### Clock wires, drivers and flops

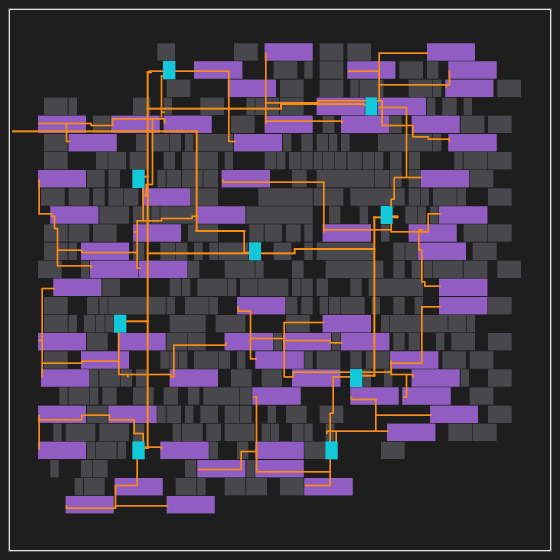
### Sequential cells grouped by signal name

Other sequential cells in the stronger grey, the rest of the logic in the fainter grey.
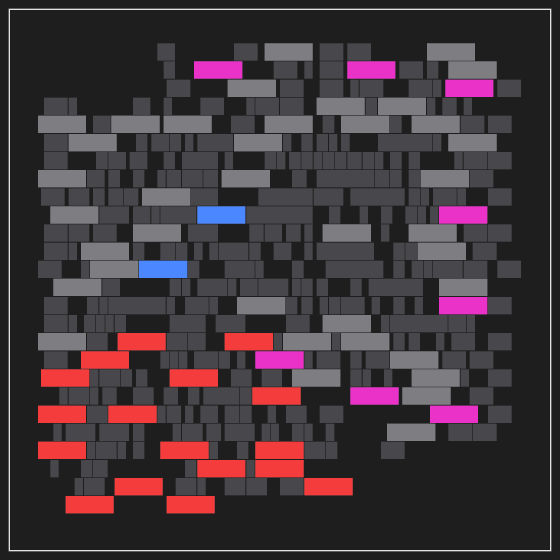
### Port wiring

Bar = 20 um.
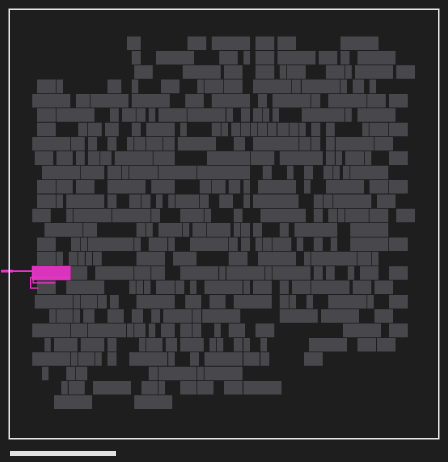
### Metal 1

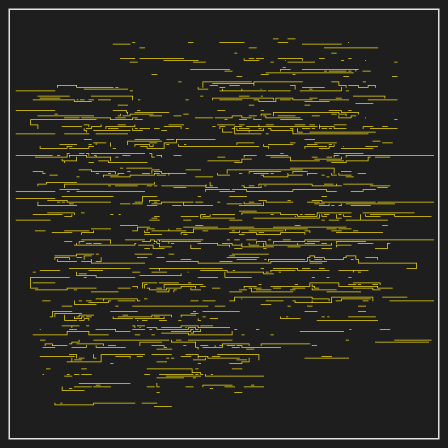
### Routing congestion map

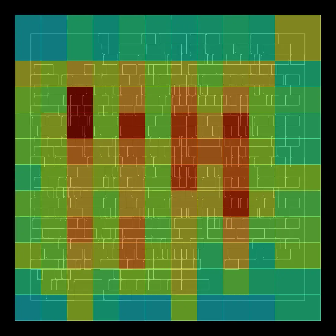
## src/rtl/uart_cmd_parser.sv

```systemverilog
// rtl/uart_cmd_parser.sv - assembles 4-byte UART command frames into register writes
//
// Purpose:
//   Takes bytes from the UART receiver over a valid/ack handshake, builds
//   header/address/data/checksum frames and issues one write strobe per
//   verified frame. Malformed frames, receiver errors and inter-byte timeouts
//   pulse frame_err and bump a saturating error counter.
//
// Ports:
//   clk        in   master clock
//   rst        in   synchronous reset, active high
//   rx_data    in   [7:0] received byte, valid while rx_valid=1
//   rx_valid   in   receiver byte available, held until acked
//   rx_error   in   receiver parity/overrun error, held until acked
//   rx_ack     out  one-cycle acknowledge to the receiver
//   wr_en      out  one-cycle register write strobe
//   wr_addr    out  [7:0] write address, held between writes
//   wr_data    out  [7:0] write data, held between writes
//   frame_err  out  one-cycle pulse on any frame failure
//   err_count  out  [C_ERRCNT_WIDTH-1:0] saturating frame-failure count
//   busy       out  high while a frame is partially received

module uart_cmd_parser #(
    parameter logic [7:0] C_HEADER       = 8'hA5,
    parameter int          C_TIMEOUT      = 100000,
    parameter int          C_ACK_HOLDOFF  = 2,
    parameter int          C_ERRCNT_WIDTH = 8
) (
    input  logic                      clk,
    input  logic                      rst,
    input  logic [7:0]                rx_data,
    input  logic                      rx_valid,
    input  logic                      rx_error,
    output logic                      rx_ack,
    output logic                      wr_en,
    output logic [7:0]                wr_addr,
    output logic [7:0]                wr_data,
    output logic                      frame_err,
    output logic [C_ERRCNT_WIDTH-1:0] err_count,
    output logic                      busy
);

    localparam int TW = $clog2(C_TIMEOUT + 1);
    localparam int HW = $clog2(C_ACK_HOLDOFF + 2);
    localparam logic [TW-1:0] TIMEOUT_LAST = TW'(C_TIMEOUT - 1);
    localparam logic [HW-1:0] HOLDOFF_LOAD = HW'(C_ACK_HOLDOFF);

    typedef enum logic [1:0] {
        sHDR,
        sADDR,
        sDATA,
        sCHK
    } stateType;

    stateType                  state, stateNext;
    logic [HW-1:0]             holdoff, holdoffNext;
    logic [TW-1:0]             toutCnt, toutNext;
    logic [7:0]                addrReg, addrNext;
    logic [7:0]                dataReg, dataNext;
    logic                      ackNext;
    logic                      wrEnNext;
    logic [7:0]                wrAddrNext, wrDataNext;
    logic                      frameErrNext;
    logic [C_ERRCNT_WIDTH-1:0] errCountNext;
    logic                      accept;
    logic                      failNow;

    // The receiver needs a few cycles to drop its flags after seeing the ack,
    // so nothing is taken while the holdoff counter is running.
    assign accept = (rx_valid || rx_error) && (holdoff == '0);

    always_comb begin
        stateNext    = state;
        addrNext     = addrReg;
        dataNext     = dataReg;
        wrEnNext     = 1'b0;
        wrAddrNext   = wr_addr;
        wrDataNext   = wr_data;
        failNow      = 1'b0;
        ackNext      = accept;

        if (accept) begin
            holdoffNext = HOLDOFF_LOAD;
        end else if (holdoff != '0) begin
            holdoffNext = holdoff - 1'b1;
        end else begin
            holdoffNext = '0;
        end

        if (accept) begin
            // A receiver error outranks any byte that came with it.
            if (rx_error) begin
                failNow   = 1'b1;
                stateNext = sHDR;
            end else begin
                unique case (state)
                    sHDR: begin
                        // Anything other than the header is silently dropped.
                        if (rx_data == C_HEADER) begin
                            stateNext = sADDR;
                        end
                    end
                    sADDR: begin
                        addrNext  = rx_data;
                        stateNext = sDATA;
                    end
                    sDATA: begin
                        dataNext  = rx_data;
                        stateNext = sCHK;
                    end
                    sCHK: begin
                        if (rx_data == (C_HEADER ^ addrReg ^ dataReg)) begin
                            wrEnNext   = 1'b1;
                            wrAddrNext = addrReg;
                            wrDataNext = dataReg;
                        end else begin
                            failNow = 1'b1;
                        end
                        stateNext = sHDR;
                    end
                endcase
            end
        end else if ((state != sHDR) && (toutCnt == TIMEOUT_LAST)) begin
            failNow   = 1'b1;
            stateNext = sHDR;
        end

        // The inter-byte timer only runs while a frame is in progress.
        if (accept || (stateNext == sHDR)) begin
            toutNext = '0;
        end else begin
            toutNext = toutCnt + 1'b1;
        end

        frameErrNext = failNow;
        if (failNow && (err_count != '1)) begin
            errCountNext = err_count + 1'b1;
        end else begin
            errCountNext = err_count;
        end
    end

    always_ff @(posedge clk) begin
        if (rst) begin
            state     <= sHDR;
            holdoff   <= '0;
            toutCnt   <= '0;
            addrReg   <= '0;
            dataReg   <= '0;
            rx_ack    <= 1'b0;
            wr_en     <= 1'b0;
            wr_addr   <= '0;
            wr_data   <= '0;
            frame_err <= 1'b0;
            err_count <= '0;
            busy      <= 1'b0;
        end else begin
            state     <= stateNext;
            holdoff   <= holdoffNext;
            toutCnt   <= toutNext;
            addrReg   <= addrNext;
            dataReg   <= dataNext;
            rx_ack    <= ackNext;
            wr_en     <= wrEnNext;
            wr_addr   <= wrAddrNext;
            wr_data   <= wrDataNext;
            frame_err <= frameErrNext;
            err_count <= errCountNext;
            busy      <= (stateNext != sHDR);
        end
    end

endmodule

```

## config.mk

```make
export PLATFORM = sky130hd
export DESIGN_NAME = uart_cmd_parser
export DESIGN_NICKNAME = d
export VERILOG_FILES = /design/src/rtl/uart_cmd_parser.sv
export SDC_FILE = /design/constraint.sdc
export NUM_CORES = 1
export LEC_CHECK = 0
export CAP_MARGIN = 20
export CORE_MARGIN = 4
export CORE_UTILIZATION = 55
export CTS_BUF_LIST = sky130_fd_sc_hd__clkbuf_2
export DETAILED_ROUTE_END_ITERATION = 8
export PLACE_DENSITY = 0.87
export REMOVE_ABC_BUFFERS = 1
export SLEW_MARGIN = 15
export SYNTH_ARGS = -nofsm -noshare
export SYNTH_HDL_FRONTEND = slang
export SYNTH_SLANG_ARGS = --single-unit
```

## constraint.sdc

```tcl
create_clock -name clk -period 3.3 [get_ports clk]
set_input_delay 0.66 -clock clk [delete_from_list [all_inputs] [get_ports clk]]
set_output_delay 0.66 -clock clk [all_outputs]
set_load 0.01 [all_outputs]
```

==> reports/qor.txt <==
Outcome - finished clean
Sequential fraction of the synthesis area - 44.3%
XORs/XNORs by Area - 11.4%
Yosys cell count - 301
Startpoint Class - flop
PD cells - 366 nW/um^2
Relative slew slack - 56.4%
Hold EP - toutCnt[0]$_SDFF_PP0_
Non-Filler Instances - 415
Most frequent cells in the layout - dfxtp_1, nor2_1, clkdlybuf4s50_1
Hold Slack - 0.484 ns
Worst-path fanout max - 6
Global route overflow - 0
Dpl cells - 400
Fin crit share - 72.6%
Gpl congestion - 0.784
Pins Over Slew Limit - 0
Clock Tree Root - clkbuf_2
Die area - 6580 sq um
Clk_lat worst skew - 0.50 ns
Met3 wire len - 207 um
Number of diodes - 0
Met2 Wirelength - 2590 um
Initial core utilization - 57.2%
FF-to-FF Start - state[0]$_SDFF_PP0_
Top layer in use - met4
Pre-CTS setup slack - 0.376 ns
Worst Reg-to-Reg Cells - 8
Htree depth - 3
Yosys warns - 0
Tot Pwr - 0.00126 W
Die width - 81.1 um
Worst endpoint required time - 3.71 ns
Met3 Use GR - 4.32%
# Post-CTS Setup Buffers - 0
Largest family of logic cells by area - simple AND/OR/NAND/NOR gates
CP startpoint - state[0]$_SDFF_PP0_
Number of CTS-inserted buffers - 9
Core area - 5140 sq um
Routed Antenna Nets - 0
Synthesized area - 2940 sq um
Max-cap viol count - 0
R2R Setup Slk - 0.91 ns
Critical path type - reg -> reg
-- 'Clock wires, drivers and flops' (at the start) --
[clock drivers] cyan | count: 9
[flip-flops] purple | count: 65
[clock wires] orange | length: 806 um
flops lie: widely spread
routed clock nets: 10

-- 'Sequential cells grouped by signal name' (at the start) --
| name in the netlist | colour | sequential cells |
|---|---|---|
| wr_addr | magenta | 8 |
| toutCnt | red | 17 |
| state | blue | 2 |
not coloured: 38

-- 'Port wiring' (at the start) --
| port | colour | direction | edge | end cells | wire |
|---|---|---|---|---|---|
| rx_ack | magenta | output | west | 1 | 21.0 um |

-- 'Metal 1' (at the start) --
longest straight run: 24.4 um
nets with wire on the layer: 326

-- 'Routing congestion map' (at the start) --
grt met1 use: 25.7%
GRT Max-Usage Layer: met2
grt met2 use: 30.2%

critical path, stage by stage (launching register included):
cell	delay (ns)
dfxtp_1	0.45
inv_1	0.11
ha_1	0.22
nor4b_2	0.21
nand3_1	0.13
o21a_4	0.24
a2111oi_2	0.42
and3_4	0.25
mux2_4	0.29
synthesized netlist by cell type, drive strengths merged:
cell type / count
a2111oi: 1
a211oi: 1
a21o: 2
a21oi: 24
a311o: 1
and2: 1
and3: 9
and4: 1
and4b: 1
and4bb: 2
buf: 5
clkbuf: 9
dfxtp: 65
ha: 7
inv: 6
mux2: 1
mux2i: 17
nand2: 30
nand3: 27
nand3b: 1
nand4: 2
nor2: 42
nor2b: 2
nor3b: 2
nor4: 2
nor4b: 3
o211ai: 1
o21a: 1
o21ai: 2
o31ai: 3
o41ai: 1
or2: 1
or4: 3
xnor2: 7
xnor3: 4
xor2: 10
xor3: 4
where the power goes:
part	switching, W	internal, W	leakage, nW
Combinational	0.0000522	0.0000508	0.640
Clock	0.000272	0.0000840	0.0538
Sequential	0.00000858	0.000794	0.525
final cells by class:
| cell class | count | area, sq um |
|---|---|---|
| Fill cell | 464 | 1690 |
| Multi-Input combinational cell | 216 | 1540 |
| Sequential cell | 65 | 1300 |
| Timing Repair Buffer | 43 | 420 |
| Tap cell | 70 | 87.6 |
| Clock buffer | 9 | 45.0 |
| Clock inverter | 6 | 26.3 |
| Inverter | 6 | 22.5 |
state kept, by name, summed over array words and instances (netlist names):
register	cells
rx_ack	1
dataReg	8
addrReg	8
busy	1
wr_data	8
state	2
wr_addr	8
toutCnt	17
wr_en	1
holdoff	2
frame_err	1
err_count	8
Power is estimated from default activity; no workload was simulated.
